===== config.mk =====
export PLATFORM = sky130hd
export DESIGN_NAME = crossbar_egress_port
export DESIGN_NICKNAME = d
export VERILOG_FILES = /design/src/rtl/crossbar_egress_port.sv
export SDC_FILE = /design/constraint.sdc
export NUM_CORES = 1
export LEC_CHECK = 0
export CAP_MARGIN = 25
export CORE_AREA = 2 2 121 123
export DETAILED_ROUTE_END_ITERATION = 8
export DIE_AREA = 0 0 123 125
export PLACE_DENSITY = 0.8
export SYNTH_ARGS = -nofsm -noshare
export SYNTH_HDL_FRONTEND = slang
export SYNTH_SLANG_ARGS = --single-unit

===== constraint.sdc =====
create_clock -name clk -period 3.77 [get_ports clk]
set_input_delay 0.754 -clock clk [delete_from_list [all_inputs] [get_ports clk]]
set_output_delay 0.754 -clock clk [all_outputs]
set_load 0.01 [all_outputs]

===== src/rtl/crossbar_egress_port.sv =====
// -----------------------------------------------------------------------------
// crossbar_egress_port
//
// Egress end of the LATENTRED line-card crossbar. Collects AXI-Stream packets
// from NUM_INPUTS crossbar sources. A source is eligible only when bit
// PORT_INDEX of its crossbar bitmask (s_tdest[3:0]) is set. Eligible sources
// are served round robin on packet boundaries. The 11-bit crossbar TDEST
// {broadcast, dest port[5:0], bitmask[3:0]} is re-encoded to the 7-bit
// {broadcast, dest port} form. The result is driven through one registered
// AXI-Stream output stage.
//
// Parameters:
//   NUM_INPUTS  number of crossbar source streams (2..8)
//   PORT_INDEX  crossbar bitmask bit served by this egress (0..3)
//   DATA_WIDTH  TDATA width; TKEEP is DATA_WIDTH/8
//   USER_WIDTH  TUSER width (VLAN ID), passed through unchanged
//
// Ports:
//   clk, rst            single clock, synchronous active-high reset
//   s_tvalid/s_tready   per-source handshake, one bit per source
//   s_tdata/s_tkeep     per-source payload, source i at slice i
//   s_tlast/s_tuser     per-source end of packet / VLAN
//   s_tdest             per-source 11-bit crossbar destination
//   m_t*                registered AXI-Stream output, m_tdest is 7 bits
//
// Optional build macro CROSSBAR_EGRESS_PERF_EN adds the outputs
// perf_pkt_count and perf_contention_count. Without the macro, these ports
// and their counters are absent.
// -----------------------------------------------------------------------------
module crossbar_egress_port #(
   parameter int NUM_INPUTS = 4,
   parameter int PORT_INDEX = 0,
   parameter int DATA_WIDTH = 32,
   parameter int USER_WIDTH = 12
) (
   input  logic                               clk,
   input  logic                               rst,
   input  logic [NUM_INPUTS-1:0]              s_tvalid,
   output logic [NUM_INPUTS-1:0]              s_tready,
   input  logic [NUM_INPUTS*DATA_WIDTH-1:0]   s_tdata,
   input  logic [NUM_INPUTS*DATA_WIDTH/8-1:0] s_tkeep,
   input  logic [NUM_INPUTS-1:0]              s_tlast,
   input  logic [NUM_INPUTS*USER_WIDTH-1:0]   s_tuser,
   input  logic [NUM_INPUTS*11-1:0]           s_tdest,
   output logic                               m_tvalid,
   input  logic                               m_tready,
   output logic [DATA_WIDTH-1:0]              m_tdata,
   output logic [DATA_WIDTH/8-1:0]            m_tkeep,
   output logic                               m_tlast,
   output logic [USER_WIDTH-1:0]              m_tuser,
   output logic [6:0]                         m_tdest
`ifdef CROSSBAR_EGRESS_PERF_EN
   ,
   output logic [31:0]                        perf_pkt_count,
   output logic [31:0]                        perf_contention_count
`endif
);

   localparam int KEEP_WIDTH = DATA_WIDTH / 8;
   localparam int GW         = $clog2(NUM_INPUTS);
   localparam int TD_IN      = 11;

   typedef enum logic [0:0] {
      ST_IDLE = 1'b0,
      ST_BUSY = 1'b1
   } state_t;

   state_t                  state_r;
   state_t                  state_nxt_s;
   logic [GW-1:0]           grant_r;
   logic [GW-1:0]           last_grant_r;
   logic [GW-1:0]           arb_pick_s;
   logic                    arb_found_s;
   logic [NUM_INPUTS-1:0]   req_s;

   logic                    sel_valid_s;
   logic                    sel_last_s;
   logic [DATA_WIDTH-1:0]   sel_data_s;
   logic [KEEP_WIDTH-1:0]   sel_keep_s;
   logic [USER_WIDTH-1:0]   sel_user_s;
   logic [TD_IN-1:0]        sel_dest_s;
   logic                    out_ready_s;
   logic                    accept_s;

   // Bitmask bits for other egress ports do not matter here. They are only
   // folded into this sink.
   logic                    unused_tdest_s;
   assign unused_tdest_s = ^s_tdest;

   // Request vector: a source is valid and addresses this egress bitmask bit
   always_comb begin
      req_s = {NUM_INPUTS{1'b0}};
      for (int i = 0; i < NUM_INPUTS; i++) begin
         req_s[i] = s_tvalid[i] & s_tdest[i*TD_IN + PORT_INDEX];
      end
   end

   // Round-robin pick: first requester strictly after last_grant, wrapping
   always_comb begin
      arb_found_s = 1'b0;
      arb_pick_s  = last_grant_r;
      for (int k = 1; k <= NUM_INPUTS; k++) begin
         if (!arb_found_s && req_s[(int'(last_grant_r) + k) % NUM_INPUTS]) begin
            arb_found_s = 1'b1;
            arb_pick_s  = GW'((int'(last_grant_r) + k) % NUM_INPUTS);
         end else begin
            arb_found_s = arb_found_s;
         end
      end
   end

   // Select the granted source's fields
   always_comb begin
      sel_valid_s = s_tvalid[grant_r];
      sel_last_s  = s_tlast[grant_r];
      sel_data_s  = s_tdata[int'(grant_r)*DATA_WIDTH +: DATA_WIDTH];
      sel_keep_s  = s_tkeep[int'(grant_r)*KEEP_WIDTH +: KEEP_WIDTH];
      sel_user_s  = s_tuser[int'(grant_r)*USER_WIDTH +: USER_WIDTH];
      sel_dest_s  = s_tdest[int'(grant_r)*TD_IN +: TD_IN];
   end

   // The output stage can take a beat when it is empty or is draining this cycle
   assign out_ready_s = !m_tvalid || m_tready;
   assign accept_s    = (state_r == ST_BUSY) && sel_valid_s && out_ready_s;

   // Per-source ready: only the granted source, and only while BUSY
   always_comb begin
      s_tready = {NUM_INPUTS{1'b0}};
      if (state_r == ST_BUSY) begin
         s_tready[grant_r] = out_ready_s;
      end else begin
         s_tready = {NUM_INPUTS{1'b0}};
      end
   end

   // Next-state logic: grant from IDLE, release on the accepted tlast beat
   always_comb begin
      state_nxt_s = state_r;
      case (state_r)
         ST_IDLE: begin
            if (arb_found_s) begin
               state_nxt_s = ST_BUSY;
            end else begin
               state_nxt_s = ST_IDLE;
            end
         end
         ST_BUSY: begin
            if (accept_s && sel_last_s) begin
               state_nxt_s = ST_IDLE;
            end else begin
               state_nxt_s = ST_BUSY;
            end
         end
         default: state_nxt_s = ST_IDLE;
      endcase
   end

   // FSM state, current grant and round-robin pointer
   always_ff @(posedge clk) begin
      if (rst) begin
         state_r      <= ST_IDLE;
         grant_r      <= {GW{1'b0}};
         last_grant_r <= GW'(NUM_INPUTS - 1);
      end else begin
         state_r <= state_nxt_s;
         if (state_r == ST_IDLE && arb_found_s) begin
            grant_r <= arb_pick_s;
         end
         if (accept_s && sel_last_s) begin
            last_grant_r <= grant_r;
         end
      end
   end

   // Registered output stage: load on accept, hold under backpressure
   always_ff @(posedge clk) begin
      if (rst) begin
         m_tvalid <= 1'b0;
         m_tdata  <= {DATA_WIDTH{1'b0}};
         m_tkeep  <= {KEEP_WIDTH{1'b0}};
         m_tlast  <= 1'b0;
         m_tuser  <= {USER_WIDTH{1'b0}};
         m_tdest  <= 7'd0;
      end else if (accept_s) begin
         m_tvalid <= 1'b1;
         m_tdata  <= sel_data_s;
         m_tkeep  <= sel_keep_s;
         m_tlast  <= sel_last_s;
         m_tuser  <= sel_user_s;
         m_tdest  <= sel_dest_s[10:4];
      end else if (m_tready) begin
         m_tvalid <= 1'b0;
      end
   end

`ifdef CROSSBAR_EGRESS_PERF_EN
   logic multi_req_s;

   // More than one bit set means clearing the lowest set bit leaves a nonzero value
   assign multi_req_s =
      ((req_s & (req_s - {{(NUM_INPUTS-1){1'b0}}, 1'b1})) != {NUM_INPUTS{1'b0}});

   // Packet and contention counters, wrapping modulo 2^32
   always_ff @(posedge clk) begin
      if (rst) begin
         perf_pkt_count        <= 32'd0;
         perf_contention_count <= 32'd0;
      end else begin
         if (accept_s && sel_last_s) begin
            perf_pkt_count <= perf_pkt_count + 32'd1;
         end
         if (state_r == ST_IDLE && arb_found_s && multi_req_s) begin
            perf_contention_count <= perf_contention_count + 32'd1;
         end
      end
   end
`endif

endmodule

==> ci_impl_report.md, run 1 <==
### Metrics collected by this job

| Metric | Value |
|---|---|
| Crit-path max cell delay | 0.58 ns |
| Top cells by area | mux4_2 (34%), dfxtp_1 (34%), nand2_1 (12%), a21oi_1 (8.1%), buf_6 (1.8%) |
| GR Overflow Total | 0 |
| Mapped Area | 3660 um2 |
| Reg with most FFs | m_tdata |
| Hold EP | m_tdata[25] |
| Final cell count without fillers | between 800 and 900 |
| Pre-CTS setup slack | 0.636 ns |
| DR WL met2 | 7290 um |
| Root Driver | clkbuf_16 |
| GR Util met3 | 6.16% |
| EDFF count, synth | 0 |
| Worst vdd rail ir drop | around 0.16 mV |
| Yosys cell types | 29 |
| Ys async rst share | 0% |
| DR WL/cell | 16.5 um |
| Logic area | 2220 um2 |
| Fa+ha+maj area frac | 0% |
| Gate power share | between 30% and 40% |
| Clock Power | around 800 uW |
| Clock skew | about 0.007 ns |
| Status | complete, no violations |
| HP Class | flop to flop |
| Top cells by count, synth | nand2_1 (118), dfxtp_1 (62), a21oi_1 (59) |
| Ys cells | 363 |
| XOR Share, Synth | 0% |
| Cell area after placement | 6710 um2 |
| Most frequent logic cell in the layout | clkdlybuf4s50_1 |
| Cells after DPL | 815 |
| Num rows | ~44 |
| FF/Latch Area | 1250 um2 |
| RSZ-0062 raised after global routing | false |
| HPWL after DPL | 10900 um |
| Worst slew margin | 47.4% |
| Clk tree area frac | 4.04% |
| Routability Congestion | 0.712 |
| Top sig layer | met4 |
| Max-Cap Viols | 0 |
| Top cell area share | 34.5% |
| Vias in the first global route | around 4200 |
| Fillcell total | 1316 |
| Critical Setup Path Class | input port to output port |
| Flop share of the area | 17.8% |
| Register share after synthesis | 33.9% |
| FMAX | 320 MHz |
| Full die area | 15400 um2 |
| CLK BUF | 11 |
| Inverters | 2 |
| Yosys aoi share | 10.7% |
| Layout area overhead | 91.4% |
| Most used cell, CP | clkdlybuf4s50_1 |
| Startpoint Class | input port |
| Initial antenna violation count | 0 |
| Detailed Route Iter0 Violations | between 100 and 150 |
| CTS tree | built |
| Residual DRC | 0 |
| I/O Buffers | about 300 |
| Floorplan net count | 610 |
| H-tree levels | 3 |
| Endpoints failing setup | 0 |
| Clock slew at reported path FFs | 0.05 ns |
| Tap cells | roughly 180 |
| Hold Fails Final Rpt | 0 |
| Slew Limit Fails | 0 |
| Via density | approximately 4.8 |
| Biggest regs | m_tdata (32), m_tuser (12), m_tdest (7) |
| Sw Share | 26.2% |
| Fin area | 7000 um2 |
| Met2 GRT Util | 33.9% |
| Share of layout cells above drive strength 1 | 12.7% |
| Crit. End Element | output port |
| Synth Flop Type | dfxtp_1 |
| Non-clock buffer count in the final layout | 301 |
Figure 1. Cells colored by class (run 1).
Bar = 20 um. Fill, decap, tap and diode cells in gray.
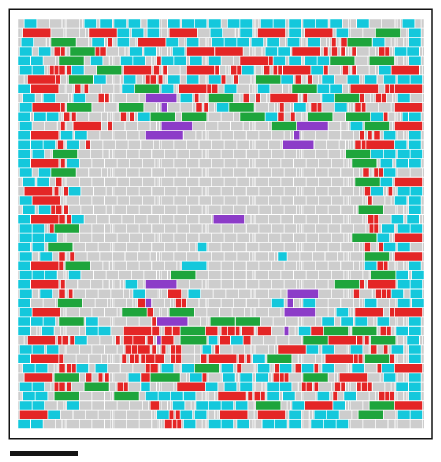
Green is sequential cells, cells 62. Purple is clock drivers and dummy loads, cells 16. Red is combinational and other logic, cells 268. Cyan is remaining buffers and delay cells, cells 301.

Figure 2. Wiring heat map (run 1).
25 x 25 tiles, from black (low) to pale yellow (high), scaled to the fullest tile. Values are wire area over tile area, all layers added.
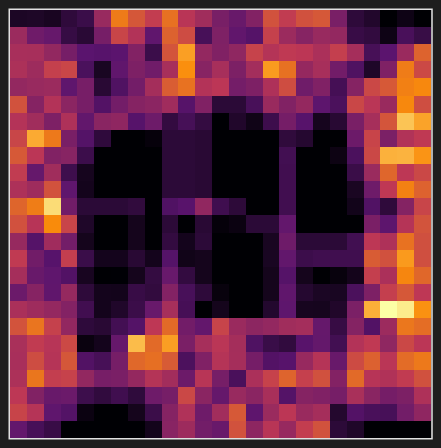
The mean over all tiles is 0.15. 19% of the tiles are over half the peak. 14% of the tiles are nearly empty. The fullest tile reaches 0.50. The emptiest ninth of the die: middle.

Figure 3. Wiring by layer (run 1).
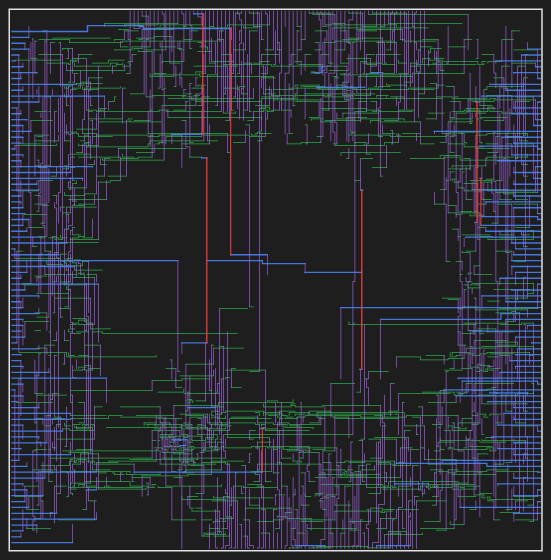
Red is metal 4, wire length 214 um. Blue is metal 3, wire length 1510 um. Green is metal 1, wire length 4740 um. Purple is metal 2, wire length 7290 um.

Figure 4. M1 wires (run 1).
Supply wires on this layer in gray.
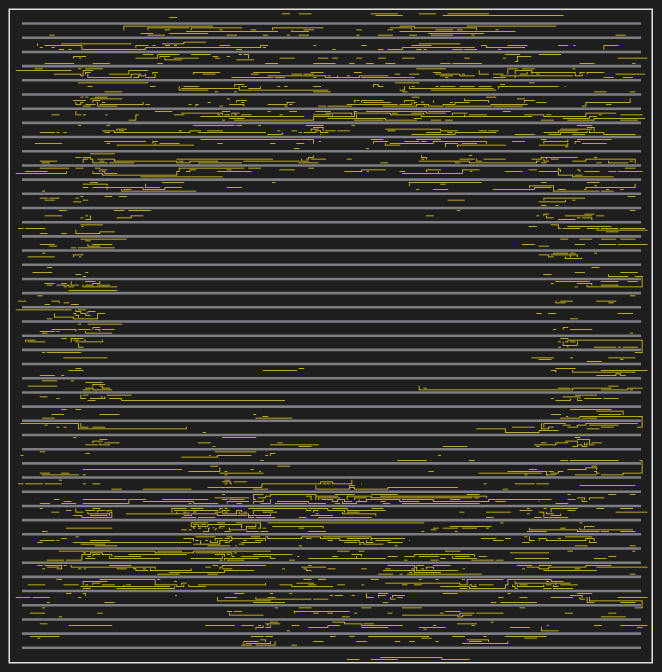
The layer carries 4740 um of wire. The layer holds 34% of the routed length. 745 nets have wire on it.
met1 Usage GRT: 17.4%
routed via count: 3980
total routed wirelength: 13800 um

Figure 5. Cell placement (run 1).
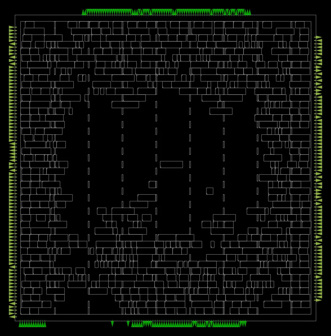

==> run 1 -> run 2 <==
==> constraint.sdc (replaced) <==
create_clock -name clk -period 3 [get_ports clk]
set_input_delay 0.6 -clock clk [delete_from_list [all_inputs] [get_ports clk]]
set_output_delay 0.6 -clock clk [all_outputs]
set_load 0.01 [all_outputs]
Figure 6. Cell placement (run 2).
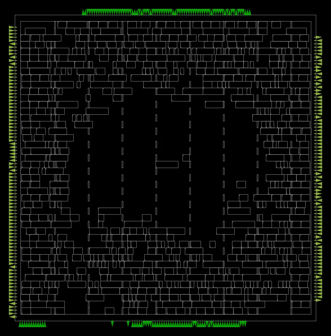
tap cells: 184
total core area: 14200 um2
flop share of the area: 17.8%
seq_cells: 62

==> run 2 against run 1 <==
Clock power up 15%. Synthesized area unchanged. Count of clock-buffer cells in the layout up 1. Combinational power increased by about 30%. Synthesized cell count unchanged. Clock skew decreased by 0.0024 ns. Power is 23% higher. Final cell count rose by 0.24%. Largest cell class unchanged.
==> ci_impl_report.md, run 2 <==
### Metrics collected by this job

| Metric | Value |
|---|---|
| Fa+ha+maj area frac | 0% (unchanged) |
| FF/Latch Area | 1250 um2 (unchanged) |
| FMAX | 355 MHz |
| H-tree levels | 3 (unchanged) |
| Routability Congestion | 0.782 (+9.8%) |
| XOR Share, Synth | 0% (unchanged) |
| Mapped Area | 3660 um2 (unchanged) |
| Hold Fails Final Rpt | 0 (unchanged) |
| Ys async rst share | 0% (unchanged) |
| DR WL met2 | 7340 um (+0.62%) |
| Slew Limit Fails | 0 (unchanged) |
| GR Overflow Total | 0 (unchanged) |
| Clock slew at reported path FFs | 0.05 ns (about the same) |
| CTS tree | built |
| Fin area | 7000 um2 (about the same) |
| RSZ-0062 raised after global routing | false |
| Inverters | 2 (unchanged) |
| Most frequent logic cell in the layout | clkdlybuf4s50_1 |
| Clock skew | 0.00445 ns (-0.00242 ns) |
| Detailed Route Iter0 Violations | 116 (-7.9%) |
| Clock Power | 918 uW (+15%) |
| Top cell area share | 34.5% (unchanged) |
| Initial antenna violation count | 0 (unchanged) |
| HPWL after DPL | 11200 um (+2.5%) |
| Crit-path max cell delay | 0.56 ns (-0.02 ns) |
| Vias in the first global route | 4262 (+1.6%) |
| Status | complete, no violations |
| Non-clock buffer count in the final layout | 305 (+1.3%) |
| Top cells by area | mux4_2 (34%), dfxtp_1 (34%), nand2_1 (12%), a21oi_1 (8.1%), buf_6 (1.8%) |
| Share of layout cells above drive strength 1 | 12.9% (+0.27 points) |
| Synth Flop Type | dfxtp_1 |
| I/O Buffers | 295 (unchanged) |
| CLK BUF | 12 (+1) |
| HP Class | flop to flop |
| Critical Setup Path Class | input port to output port |
| Root Driver | clkbuf_16 |
| GR Util met3 | 5.70% (-0.46 points) |
| Cells after DPL | 819 (+0.49%) |
| Startpoint Class | input port |
| Yosys aoi share | 10.7% (unchanged) |
| Worst slew margin | 63.8% (+16 points) |
| Residual DRC | 0 (unchanged) |
| Logic area | 2220 um2 (unchanged) |
| Crit. End Element | output port |
| Layout area overhead | 91.5% (about the same) |
| Pre-CTS setup slack | 0.182 ns (-0.453 ns) |
| Full die area | 15400 um2 (unchanged) |
| Met1 Usage GRT | 17.8% (+0.41 points) |
| Sw Share | 26.4% (+0.23 points) |
| Most used cell, CP | clkdlybuf4s50_1 |
| Endpoints failing setup | 0 (unchanged) |
| Worst vdd rail ir drop | 0.253 mV (+56%) |
| Fillcell total | 1345 (+2.2%) |
Figure 7. Wiring by layer (run 2).
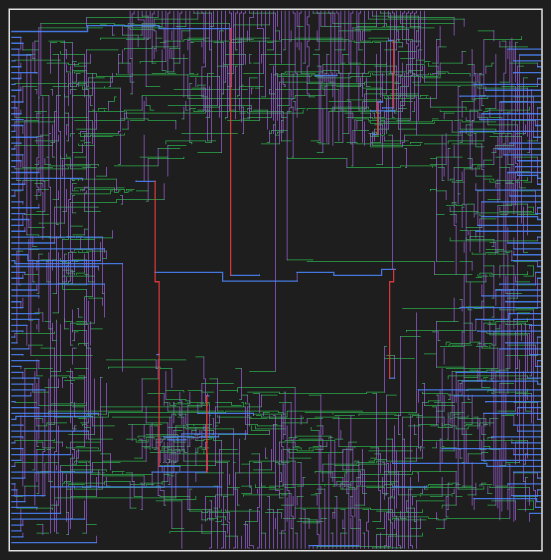
Purple is metal 2, wire length 7340 um. Red is metal 4, wire length 191 um. Green is metal 1, wire length 4850 um. Blue is metal 3, wire length 1450 um.

Power is estimated from default activity; no workload was simulated.
